[src/rtl/port_ingress_fifo.sv]
// rtl/port_ingress_fifo.sv - per-port ingress FIFO with loopback filtering and drop statistics
//
// Purpose:
//   Buffers packets arriving from a valid-only port interface into a DEPTH-entry
//   first-word-fall-through FIFO and offers them to the switch fabric through a
//   valid/ready handshake. Packets addressed to this port are discarded and
//   counted as loopback, and packets that arrive while the FIFO is full with no
//   pop in the same cycle are discarded and counted as drops.
//
// Ports:
//   clk         clock, all state updates on the rising edge
//   rst_n       asynchronous active-low reset
//   valid_in    packet present on source_in/target_in/data_in (no backpressure)
//   source_in   packet source port
//   target_in   packet destination port
//   data_in     packet payload
//   valid_out   head-of-FIFO packet is valid toward the fabric
//   ready_out   fabric accepts the head packet this cycle
//   source_out  head packet source (0 when empty)
//   target_out  head packet target (0 when empty)
//   data_out    head packet payload (0 when empty)
//   count       entries currently stored
//   full        count == DEPTH
//   empty       count == 0
//   drop_cnt    saturating count of packets discarded because the FIFO was full
//   loop_cnt    saturating count of packets discarded as loopback

module port_ingress_fifo #(
    parameter int DATA_W  = 8,
    parameter int ADDR_W  = 4,
    parameter int DEPTH   = 4,
    parameter int PORT_ID = 0,
    parameter int CNT_W   = 16
) (
    input  logic                     clk,
    input  logic                     rst_n,
    input  logic                     valid_in,
    input  logic [ADDR_W-1:0]        source_in,
    input  logic [ADDR_W-1:0]        target_in,
    input  logic [DATA_W-1:0]        data_in,
    output logic                     valid_out,
    input  logic                     ready_out,
    output logic [ADDR_W-1:0]        source_out,
    output logic [ADDR_W-1:0]        target_out,
    output logic [DATA_W-1:0]        data_out,
    output logic [$clog2(DEPTH):0]   count,
    output logic                     full,
    output logic                     empty,
    output logic [CNT_W-1:0]         drop_cnt,
    output logic [CNT_W-1:0]         loop_cnt
);

    localparam int PTR_W = $clog2(DEPTH);
    localparam int OCC_W = PTR_W + 1;

    localparam logic [OCC_W-1:0]  DEPTH_C   = OCC_W'(DEPTH);
    localparam logic [ADDR_W-1:0] OWN_ADDR  = ADDR_W'(PORT_ID);
    localparam logic [CNT_W-1:0]  CNT_MAX   = {CNT_W{1'b1}};

    // Storage is split per field so each array maps onto a plain register file.
    logic [ADDR_W-1:0] src_mem  [DEPTH];
    logic [ADDR_W-1:0] tgt_mem  [DEPTH];
    logic [DATA_W-1:0] data_mem [DEPTH];

    logic [PTR_W-1:0] wr_ptr;
    logic [PTR_W-1:0] rd_ptr;
    logic [OCC_W-1:0] occ;

    logic is_full;
    logic is_empty;
    logic loopback;
    logic pop;
    logic push;
    logic overflow;

    assign is_full  = (occ == DEPTH_C);
    assign is_empty = (occ == '0);

    // Loopback is decided before the capacity check, so a loopback packet
    // never shows up in drop_cnt even when the FIFO is full.
    assign loopback = valid_in && (target_in == OWN_ADDR);

    // A pop frees a slot in the same cycle, which lets a full FIFO still
    // accept an incoming packet without losing it.
    assign pop      = !is_empty && ready_out;
    assign push     = valid_in && !loopback && (!is_full || pop);
    assign overflow = valid_in && !loopback && is_full && !pop;

    // Payload storage carries no reset: the outputs are masked while empty,
    // so stale contents are never observable.
    always_ff @(posedge clk) begin
        if (push) begin
            src_mem[wr_ptr]  <= source_in;
            tgt_mem[wr_ptr]  <= target_in;
            data_mem[wr_ptr] <= data_in;
        end
    end

    // Pointers wrap naturally because DEPTH is a power of two; occupancy is
    // tracked separately so full and empty never alias.
    always_ff @(posedge clk or negedge rst_n) begin
        if (!rst_n) begin
            wr_ptr <= '0;
            rd_ptr <= '0;
            occ    <= '0;
        end else begin
            if (push) begin
                wr_ptr <= wr_ptr + PTR_W'(1);
            end
            if (pop) begin
                rd_ptr <= rd_ptr + PTR_W'(1);
            end
            case ({push, pop})
                2'b10:   occ <= occ + OCC_W'(1);
                2'b01:   occ <= occ - OCC_W'(1);
                default: occ <= occ;
            endcase
        end
    end

    // Statistics counters stick at all-ones instead of wrapping.
    always_ff @(posedge clk or negedge rst_n) begin
        if (!rst_n) begin
            drop_cnt <= '0;
            loop_cnt <= '0;
        end else begin
            if (overflow && (drop_cnt != CNT_MAX)) begin
                drop_cnt <= drop_cnt + CNT_W'(1);
            end
            if (loopback && (loop_cnt != CNT_MAX)) begin
                loop_cnt <= loop_cnt + CNT_W'(1);
            end
        end
    end

    // First-word-fall-through view of the head entry. These depend only on
    // registered state, so there is no path from the input side to the
    // outputs and the head stays put while the fabric stalls.
    assign valid_out  = !is_empty;
    assign source_out = is_empty ? '0 : src_mem[rd_ptr];
    assign target_out = is_empty ? '0 : tgt_mem[rd_ptr];
    assign data_out   = is_empty ? '0 : data_mem[rd_ptr];

    assign count = occ;
    assign full  = is_full;
    assign empty = is_empty;

endmodule

[config.mk]
export PLATFORM = sky130hd
export DESIGN_NAME = port_ingress_fifo
export DESIGN_NICKNAME = d
export VERILOG_FILES = /design/src/rtl/port_ingress_fifo.sv
export SDC_FILE = /design/constraint.sdc
export NUM_CORES = 1
export LEC_CHECK = 0
export CORE_MARGIN = 4
export CORE_UTILIZATION = 45
export CTS_CLUSTER_SIZE = 20
export DETAILED_ROUTE_END_ITERATION = 16
export GPL_ROUTABILITY_DRIVEN = 0
export GPL_TIMING_DRIVEN = 0
export MAX_ROUTING_LAYER = met4
export PLACE_DENSITY = 0.74
export SLEW_MARGIN = 40
export SYNTH_ARGS = -nofsm -noshare
export SYNTH_HDL_FRONTEND = slang
export SYNTH_SLANG_ARGS = --single-unit
[constraint.sdc]
create_clock -name clk -period 4.35 [get_ports clk]
set_input_delay 1.305 -clock clk [delete_from_list [all_inputs] [get_ports clk]]
set_output_delay 1.305 -clock clk [all_outputs]
set_load 0.005 [all_outputs]
### Track usage over the die

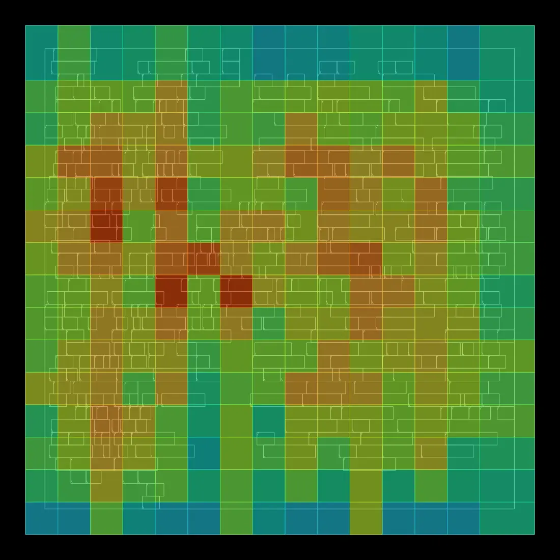
total routing resource utilization after global routing: 17.2%
final core utilization: 57.1%
Wirelength per Cell: 17.5 um

### The metal 2 layer

Scale: 4 px per um. Cells faint in the background.
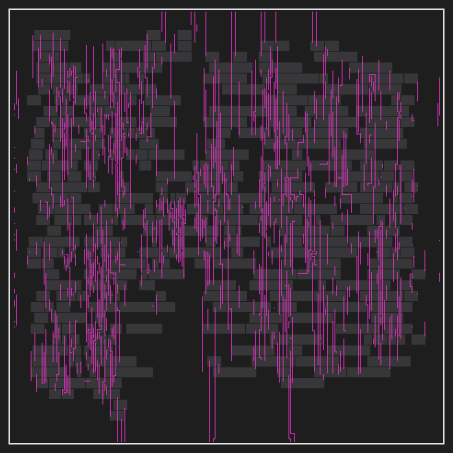
- share of all routed wire: 47%
- longest straight run: 35.7 um
- wire length on this layer: 4270 um
- nets with wire on the layer: 361
- main direction: vertical

==> flow_metrics.env <==
# yosys + openroad results
export IMPL_chipWidth_um=108
export IMPL_antenna_violations_before_repair=0
export IMPL_comb_area_um2=1560
export IMPL_clockBufferCount=9
export IMPL_crit_path_start="rd_ptr[0]"
export IMPL_coreArea_um2=9770
export IMPL_area_share_nonclk_buffers_pct=13.6
export IMPL_drt_antenna_violating_nets=0
export IMPL_detailed_routing_iterations_pass_1=4
export IMPL_run_status="finished, final reports clean"
export IMPL_yosysCellCount=294
export IMPL_routed_wl_met3_um=473
export IMPL_cts_hold_buffers=0
export IMPL_floorplanUtilization_pct=46.3
export IMPL_final_min_period_over_clock_period_pct=88.7
export IMPL_timing_hold_worst_start="drop_cnt[15]"
export IMPL_synth_flops=103
export IMPL_fin_tns_setup_ns=0
export IMPL_largest_class="registers"
export IMPL_final_area_um2=5580
export IMPL_worst_setup_path_endpoint="data_out[0]"
export IMPL_dr_max_layer_used="met4"
export IMPL_cap_violations=0
export IMPL_net_switching_uw=880
export IMPL_drt_vias_per_instance=5.38
export IMPL_flop_count=103
export IMPL_worst_path_stages=5
export IMPL_yosys_cell_count_top_type="sky130_fd_sc_hd__edfxtp_1"
export IMPL_met2RoutedLength_um=4270
export IMPL_place_inst=499
export IMPL_final_setup_skew_ns=0.00826
export IMPL_synth_cell_area_um2=4520
export IMPL_cts_tree="built"
export IMPL_vias=2764
export IMPL_yosysTopAreaCell="sky130_fd_sc_hd__edfxtp_1"
export IMPL_final_instance_count_excl_fillers=514
export IMPL_maximum_number_of_pins_on_one_net_before_global_route_repair=40
export IMPL_global_route_peak_usage_layer="met2"
